--- config.mk ---
export PLATFORM = sky130hd
export DESIGN_NAME = ram_port_arbiter_flat
export DESIGN_NICKNAME = d
export VERILOG_FILES = /design/src/rtl/ram_port_arbiter_if.sv /design/src/rtl/ram_port_arbiter.sv /design/src/flat_wrapper.sv
export SDC_FILE = /design/constraint.sdc
export NUM_CORES = 1
export LEC_CHECK = 0
export CORE_MARGIN = 4
export CORE_UTILIZATION = 56
export DETAILED_ROUTE_END_ITERATION = 7
export PLACE_DENSITY = 0.87
export SLEW_MARGIN = 30
export SYNTH_ARGS = -nofsm -noshare
export SYNTH_HDL_FRONTEND = slang
export SYNTH_SLANG_ARGS = --single-unit
--- constraint.sdc ---
create_clock -name clk_in -period 9.71 [get_ports clk_in]
set_input_delay 0.971 -clock clk_in [delete_from_list [all_inputs] [get_ports clk_in]]
set_output_delay 0.971 -clock clk_in [all_outputs]
set_load 0.01 [all_outputs]
--- src/rtl/ram_port_arbiter_if.sv ---
// Bundle of the IF, LSU and RAM/IO-bus signals around the RAM port arbiter.
// The slave modport is the arbiter's view; the master modport is the view of
// the surrounding pipeline and memory.
interface ram_port_arbiter_if;
   logic        if_req;
   logic [31:0] if_addr;
   logic        if_done;
   logic [31:0] if_data;
   logic        lsu_req;
   logic        lsu_we;
   logic [31:0] lsu_addr;
   logic [31:0] lsu_wdata;
   logic [2:0]  lsu_len;
   logic        lsu_done;
   logic [31:0] lsu_rdata;
   logic        io_buffer_full;
   logic [7:0]  mem_din;
   logic [7:0]  mem_dout;
   logic [31:0] mem_a;
   logic        mem_wr;
   logic [1:0]  busy;

   modport slave (
      input  if_req, if_addr, lsu_req, lsu_we, lsu_addr, lsu_wdata, lsu_len,
             io_buffer_full, mem_din,
      output if_done, if_data, lsu_done, lsu_rdata, mem_dout, mem_a, mem_wr, busy
   );

   modport master (
      output if_req, if_addr, lsu_req, lsu_we, lsu_addr, lsu_wdata, lsu_len,
             io_buffer_full, mem_din,
      input  if_done, if_data, lsu_done, lsu_rdata, mem_dout, mem_a, mem_wr, busy
   );
endinterface

--- src/rtl/ram_port_arbiter.sv ---
// Shares the byte-serial RAM port between instruction fetch and the LSU:
// round-robin grant, byte assembly/splitting, IO write back-pressure and
// fetch abort on flush.
module ram_port_arbiter #(
   parameter int unsigned IO_ADDR_BIT = 17
) (
   input logic               clk_in,
   input logic               rst_in,
   input logic               rdy_in,
   input logic               flush_in,
   ram_port_arbiter_if.slave bus
);

   typedef enum logic [1:0] {StIdle, StRead, StWrite, StDone} state_e;

   state_e      state_q;
   logic        own_if_q;   // current transaction belongs to IF
   logic        last_if_q;  // last grant went to IF
   logic        we_q;
   logic [31:0] addr_q;
   logic [31:0] wdata_q;
   logic [31:0] buf_q;
   logic [31:0] if_data_q;
   logic [31:0] lsu_rdata_q;
   logic [2:0]  len_q;
   logic [2:0]  cnt_q;

   logic        req_if;
   logic        gnt_any;
   logic        gnt_if;
   logic [2:0]  lsu_len_dec;
   logic [31:0] byte_addr;
   logic [31:0] wr_shift;
   logic        io_stall;
   logic        if_done;
   logic        lsu_done;
   logic        active;

   assign req_if    = bus.if_req & ~flush_in;
   assign gnt_any   = req_if | bus.lsu_req;
   assign gnt_if    = req_if & (~bus.lsu_req | ~last_if_q);
   assign byte_addr = addr_q + 32'(cnt_q);
   assign wr_shift  = wdata_q >> {cnt_q[1:0], 3'b000};
   assign io_stall  = (state_q == StWrite) && (byte_addr[IO_ADDR_BIT -: 2] == 2'b11)
                      && bus.io_buffer_full;

   // Decode the LSU byte count; anything but 1 or 2 means a full word.
   always_comb begin
      lsu_len_dec = 3'd4;
      case (bus.lsu_len)
         3'd1:    lsu_len_dec = 3'd1;
         3'd2:    lsu_len_dec = 3'd2;
         default: lsu_len_dec = 3'd4;
      endcase
   end

   // RAM bus drive decoded from state. While frozen in READ, re-issue the
   // address whose byte is captured next so mem_din is right on resume.
   always_comb begin
      bus.mem_a    = '0;
      bus.mem_wr   = 1'b0;
      bus.mem_dout = '0;
      if (state_q == StWrite) begin
         bus.mem_a    = byte_addr;
         bus.mem_dout = wr_shift[7:0];
         bus.mem_wr   = rdy_in & ~io_stall;
      end else if (state_q == StRead) begin
         if (!rdy_in) begin
            bus.mem_a = (cnt_q == 3'd0) ? addr_q : byte_addr - 32'd1;
         end else if (cnt_q < len_q) begin
            bus.mem_a = byte_addr;
         end
      end
   end

   // Done pulses last one active cycle; a flush in the done cycle drops the fetch.
   assign if_done       = (state_q == StDone) & own_if_q & rdy_in & ~flush_in;
   assign lsu_done      = (state_q == StDone) & ~own_if_q & rdy_in;
   assign active        = (state_q == StRead) || (state_q == StWrite);
   assign bus.if_done   = if_done;
   assign bus.lsu_done  = lsu_done;
   assign bus.if_data   = if_done ? buf_q : if_data_q;
   assign bus.lsu_rdata = (lsu_done & ~we_q) ? buf_q : lsu_rdata_q;
   assign bus.busy      = {active & own_if_q, active & ~own_if_q};

   // Transaction sequencer: grant, byte loop, done, with freeze on !rdy_in.
   always_ff @(posedge clk_in) begin
      if (rst_in) begin
         state_q     <= StIdle;
         own_if_q    <= 1'b0;
         last_if_q   <= 1'b0;
         we_q        <= 1'b0;
         addr_q      <= '0;
         wdata_q     <= '0;
         buf_q       <= '0;
         if_data_q   <= '0;
         lsu_rdata_q <= '0;
         len_q       <= '0;
         cnt_q       <= '0;
      end else if (rdy_in) begin
         case (state_q)
            StIdle: begin
               if (gnt_any) begin
                  own_if_q  <= gnt_if;
                  last_if_q <= gnt_if;
                  addr_q    <= gnt_if ? bus.if_addr : bus.lsu_addr;
                  len_q     <= gnt_if ? 3'd4 : lsu_len_dec;
                  wdata_q   <= bus.lsu_wdata;
                  we_q      <= ~gnt_if & bus.lsu_we;
                  cnt_q     <= '0;
                  buf_q     <= '0;
                  state_q   <= (~gnt_if & bus.lsu_we) ? StWrite : StRead;
               end
            end
            StRead: begin
               if (own_if_q && flush_in) begin
                  state_q <= StIdle;
               end else begin
                  for (int i = 0; i < 4; i++) begin
                     if (cnt_q == 3'(i + 1)) buf_q[8*i +: 8] <= bus.mem_din;
                  end
                  cnt_q <= cnt_q + 3'd1;
                  if (cnt_q == len_q) state_q <= StDone;
               end
            end
            StWrite: begin
               if (!io_stall) begin
                  cnt_q <= cnt_q + 3'd1;
                  if (cnt_q == len_q - 3'd1) state_q <= StDone;
               end
            end
            StDone: begin
               if (if_done) if_data_q <= buf_q;
               if (lsu_done && !we_q) lsu_rdata_q <= buf_q;
               state_q <= StIdle;
            end
            default: state_q <= StIdle;
         endcase
      end
   end

endmodule
--- src/flat_wrapper.sv ---
// flat-port wrapper written by rule: the top's interface ports become plain ports
module ram_port_arbiter_flat 
#(
   parameter int unsigned IO_ADDR_BIT = 17
)
  (clk_in, rst_in, rdy_in, flush_in, bus_if_req, bus_if_addr, bus_lsu_req, bus_lsu_we, bus_lsu_addr, bus_lsu_wdata, bus_lsu_len, bus_io_buffer_full, bus_mem_din, bus_if_done, bus_if_data, bus_lsu_done, bus_lsu_rdata, bus_mem_dout, bus_mem_a, bus_mem_wr, bus_busy);
  ram_port_arbiter_if bus_i ();
  input logic clk_in;
  input logic rst_in;
  input logic rdy_in;
  input logic flush_in;
  input wire logic [$bits(bus_i.if_req)-1:0] bus_if_req;
  input wire logic [$bits(bus_i.if_addr)-1:0] bus_if_addr;
  input wire logic [$bits(bus_i.lsu_req)-1:0] bus_lsu_req;
  input wire logic [$bits(bus_i.lsu_we)-1:0] bus_lsu_we;
  input wire logic [$bits(bus_i.lsu_addr)-1:0] bus_lsu_addr;
  input wire logic [$bits(bus_i.lsu_wdata)-1:0] bus_lsu_wdata;
  input wire logic [$bits(bus_i.lsu_len)-1:0] bus_lsu_len;
  input wire logic [$bits(bus_i.io_buffer_full)-1:0] bus_io_buffer_full;
  input wire logic [$bits(bus_i.mem_din)-1:0] bus_mem_din;
  output wire logic [$bits(bus_i.if_done)-1:0] bus_if_done;
  output wire logic [$bits(bus_i.if_data)-1:0] bus_if_data;
  output wire logic [$bits(bus_i.lsu_done)-1:0] bus_lsu_done;
  output wire logic [$bits(bus_i.lsu_rdata)-1:0] bus_lsu_rdata;
  output wire logic [$bits(bus_i.mem_dout)-1:0] bus_mem_dout;
  output wire logic [$bits(bus_i.mem_a)-1:0] bus_mem_a;
  output wire logic [$bits(bus_i.mem_wr)-1:0] bus_mem_wr;
  output wire logic [$bits(bus_i.busy)-1:0] bus_busy;
  assign bus_i.if_req = bus_if_req;
  assign bus_i.if_addr = bus_if_addr;
  assign bus_i.lsu_req = bus_lsu_req;
  assign bus_i.lsu_we = bus_lsu_we;
  assign bus_i.lsu_addr = bus_lsu_addr;
  assign bus_i.lsu_wdata = bus_lsu_wdata;
  assign bus_i.lsu_len = bus_lsu_len;
  assign bus_i.io_buffer_full = bus_io_buffer_full;
  assign bus_i.mem_din = bus_mem_din;
  assign bus_if_done = bus_i.if_done;
  assign bus_if_data = bus_i.if_data;
  assign bus_lsu_done = bus_i.lsu_done;
  assign bus_lsu_rdata = bus_i.lsu_rdata;
  assign bus_mem_dout = bus_i.mem_dout;
  assign bus_mem_a = bus_i.mem_a;
  assign bus_mem_wr = bus_i.mem_wr;
  assign bus_busy = bus_i.busy;
  ram_port_arbiter #(.IO_ADDR_BIT(IO_ADDR_BIT)) u_core (.clk_in(clk_in), .rst_in(rst_in), .rdy_in(rdy_in), .flush_in(flush_in), .bus(bus_i));
endmodule
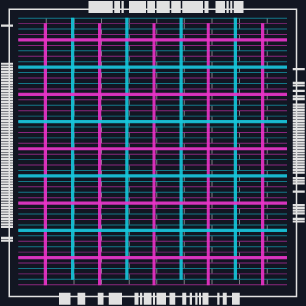
floorplan.png
Scale: 2 px per µm. Pins as bars on the die edge. Tap cells in grey.
legend:
  magenta:
    net: VSS
  cyan:
    net: VDD
met4 straps: 9
met5 straps: 9
rows: 49

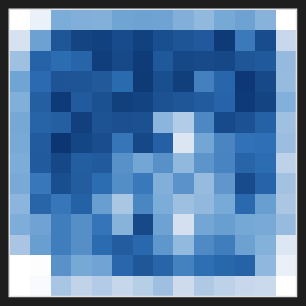
util_map.png
Scale: 2 px per µm. 14 x 14 tiles, from white (low) to dark blue (high), 0 to 100% covered.
fullest tile: 98%
mean over tiles: 62%
tiles over 75% full: 42%
nearly empty tiles: 3.1%
final core occ: 72.5%
core footprint: 17900 µm²
starting density of the core: 56.9%

==> Slide: Implementation Results <==
Run Summary

Setup path
  • FF-to-FF Start: u_core.cnt_q[1]$_SDFFE_PP0P_
  • Worst-path cell chain: ha_1 -> a211oi_2 -> or4_1 -> o31ai_1 -> a211oi_1 -> o211a_1 -> and4_1 -> a21oi_1 -> o221ai_1 -> clkdlybuf4s50_1
  • Top delay family on crit path: AND-OR/OR-AND gates
  • CP required: 8740 ps
  • Crit start category: flop
  • Slowest stage delay, CP: 830 ps
  • Reg2Reg Depth: 9
  • Buf/Inv on CP: 1
  • CP Class: flop to output port
  • Crit path DAT: 5280 ps
  • CP max stage cell: dfxtp_1
  • CP Max Fanout: 18
  • Reg-to-reg endpoint: u_core.cnt_q[2]$_SDFFE_PP0P_
  • Critical path endpoint category: output port
  • R2R setup slack: 5870 ps

Global route
  • Number of global-route vias before repair: 9583
  • GR Overflow Total: 0
  • First-pass GRT wire length: 49300 µm
  • M3 GR Usage: 6.50%
  • Initial antenna violation count: 0
  • Gr usage total: 29.8%
  • Gr busiest metal: met2
  • Met1 Resource Use GR: 39.7%
  • Global Route met2 Usage: 47.9%
  • Largest net degree at the start of global routing: 109

Yosys
  • Syn avg cell area: 7.93 µm²
  • Main flop type: dfxtp_1
  • Synth Seq Share: 33.4%
  • Top cell area share: 33.4%
  • Synth warnings: 0
  • Post-synth EDFFs: 0
  • Ys cells: 1283
  • Post-Synthesis Cells: 1283
  • Chip Area, Yosys: 10200 µm²
  • Post-synth top area cell: dfxtp_1
  • Cell area leaders: dfxtp_1 (33%), nand2_1 (8.1%), mux2i_1 (6.8%)
  • Synth cell types: 82
  • Synthesized registers: 170
  • Cell area after synthesis: 10200 µm²
  • Asr flop ratio synth: 0%

Layout
  • Tally of filler cells in the layout: 1381
  • Share of cells above drive strength 1: 7.93%
  • Most frequent cells in the layout: clkdlybuf4s50_1 (222), nand2_1 (218), dfxtp_1 (170)
  • Layout area overhead: 27.5%
  • Final nets: 1571
  • Post-route insts no fill: 1680
  • Number of diodes: 0
  • Most frequent logic cell in the layout: clkdlybuf4s50_1
  • Cell area after layout: 13000 µm²

STA
  • Slew headroom: 37.3%
  • Hold Violations, Final: 0
  • Worst setup margin: 3460 ps
  • Fmax: 160 MHz
  • Hold slack final: 454 ps
  • TNS Setup: 0 ps
  • RSZ-0062 raised after global routing: no
  • Final setup viols: 0
  • Minimum clock period: 6250 ps
  • Worst slew pin tran: 940 ps
  • Crit share post-route: 64.3%
  • Slew Limit Fails: 0

Power and ir drop
  • Int Power: 1.30 mW
  • Switch Pwr: 0.672 mW
  • Pleak: 5.08 nW
  • Switching Share: 34.1%
  • Comb power frac: 25.5%
  • PD cells: 152 nW/µm²
  • Seq pwr share: 40.3%
  • Clk pwr share: 34.1%
  • Peak VDD IR: 150 µV

Die
  • Ports: 224
  • Die Y: 143 µm
  • Die area: 20400 µm²
  • Die width: 143 µm
  • Row cnt: 49

Min path
  • HP Class: flop to flop
  • Hold Path Depth: 2
  • Hold Crit Start: u_core.wdata_q[20]$_SDFFE_PP0P_
  • Worst Hold End: u_core.wdata_q[20]$_SDFFE_PP0P_

Clock tree
  • Root buffer cell: clkbuf_16
  • Htree depth: 4
  • Max clock buf depth: 2
  • Post-CTS sizing: 0
  • # hold bufs at CTS: 0
  • Latency at later pin: 430 ps
  • Worst-path clk slew: 70 ps
  • CTS tree: built
  • Setup bufs post-CTS: 0
  • Sink Count: 170

Run
  • Max cap viols: 0
  • OpenROAD warnings: 34

Placed design
  • HPWL Detailed: 22300 µm
  • Placed cell area: 12400 µm²
  • Placed cells: 1648
  • Placer Congestion: 0.946
  • PortBufs: 223
  • Setup WS pre-CTS: 4070 ps

Routing
  • Drt wl/cell: 18.7 µm
  • Vias post-DR: 10200
  • Antenna Nets Post-Route: 0
  • Vias per cell: 6.08
  • DRT Pass-1 Iters: 5
  • Initial DRC Count: 891
  • Drt drc: 0
  • DRT Wirelength: 31500 µm

Run status
  • Outcome: finished clean
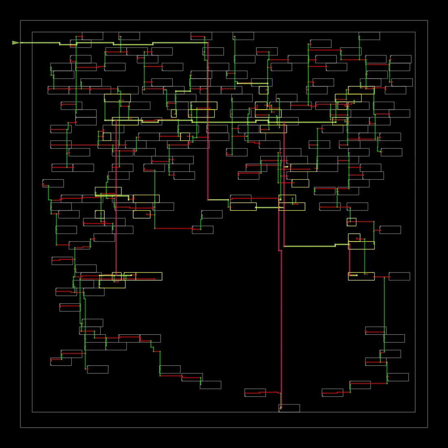
clock_nets.png
Clock Buffer Count: 18
cts bufs inserted: 17
clock-net power: 0.673 mW
Post-Route Skew: 11.8 ps

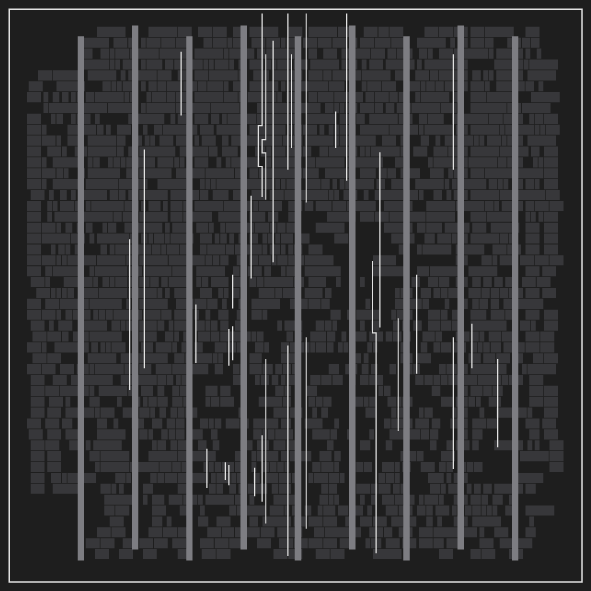
m4.png
Scale: 4 px per µm. Supply wires on this layer in grey.
nets with wire on the layer: 28
share of all routed wire: 2.9%

## kinds of logic after synthesis
logic type	after synthesis	share of synthesized area (%)
XOR/XNOR	41	3.53
buffers and inverters	117	4.68
flip-flops	170	33.4
adder cells (fa/ha/maj)	18	2.29
multiplexers	114	12.6
AND-OR/OR-AND	256	16.4
AND/OR/NAND/NOR	567	27.0
## cells in the mapped netlist, drive strengths merged (4+ instances only)
cell and number:
nand2 219, xor2 13, a21o 6, nor4 14, and3 13, ha 17, mux2 37, dfxtp 170
inv 18, o211ai 11, nor3 25, nor2 118, buf 27, xnor2 28, nand3 33, or3 11
a211oi 40, nand2b 5, clkbuf 69, o22ai 13, o21ai 48, nand4 11, nor2b 70, and2 24
mux2i 69, a32oi 4, a31oi 13, o211a 5, or2 6, o32ai 4, or4 6, a21oi 74
mux4 8
## sequential cells by signal (all words and copies together) (netlist names)
name                count
u_core.state_q          2
u_core.buf_q           32
u_core.lsu_rdata_q     32
u_core.if_data_q       32
u_core.cnt_q            3
u_core.wdata_q         32
u_core.we_q             1
u_core.len_q            3
u_core.last_if_q        1
u_core.addr_q          32
## power by group through the flow
| stage | clock [mW] | combinational (mW) | sequential [mW] |
|---|---|---|---|
| after floorplan | 0 | 0.364 | 0.766 |
| after global placement | 0 | 0.482 | 0.807 |
| after detailed placement | 0 | 0.492 | 0.808 |
| after CTS | 0.680 | 0.497 | 0.793 |
| after global routing | 0.708 | 0.546 | 0.801 |
| final | 0.673 | 0.503 | 0.795 |
## through the flow
stage	power, mW	util [%]
final	1.97	72.5
after floorplan	1.13	-
after CTS	1.97	72.5
after detailed placement	1.30	69.2
after global placement	1.29	69.2
after global routing	2.05	72.5
## tightest hold or removal path: cells and delay by family, from the launching register on
family	cells	cell delay, ps
flip-flops	1	310
AND/OR/NAND/NOR	1	50
AND-OR/OR-AND	1	50
## how the worst max path moves through the flow
stage	startpoint	to	slack (ps)	cells after the start
finish	u_core.cnt_q[1]$_SDFFE_PP0P_	bus_mem_a[29]	3460	10
CTS	u_core.cnt_q[1]$_SDFFE_PP0P_	bus_mem_a[29]	3530	10
detailed placement	u_core.cnt_q[1]$_SDFFE_PP0P_	bus_mem_a[20]	4070	10
global placement	u_core.cnt_q[1]$_SDFFE_PP0P_	bus_mem_a[29]	4110	10
global route	u_core.cnt_q[1]$_SDFFE_PP0P_	bus_mem_a[30]	3190	10
floorplan	u_core.cnt_q[0]$_SDFFE_PP0P_	bus_mem_a[17]	5380	12
## routing by layer
| metal | share of wire (%) | up-vias | wire, µm |
|---|---|---|---|
| li1 | - | 4828 | - |
| met1 | 42 | 4877 | 13100 |
| met2 | 47 | 445 | 14900 |
| met3 | 7.8 | 67 | 2460 |
| met4 | 2.9 | 0 | 912 |
| met5 | 0 | - | 0 |
## area by class of cell
class                   instances  area [µm²]  share of cell area [%]
clock buffers                  18         439                    3.38
clock inverters                14         148                    1.14
inverters                      21        78.8                   0.607
multi-input cells             996        6320                    48.7
flip-flops and latches        170        3400                    26.2
well taps                     229         287                    2.21
repair buffers                232        2300                    17.7
Power is estimated from default activity; no workload was simulated.
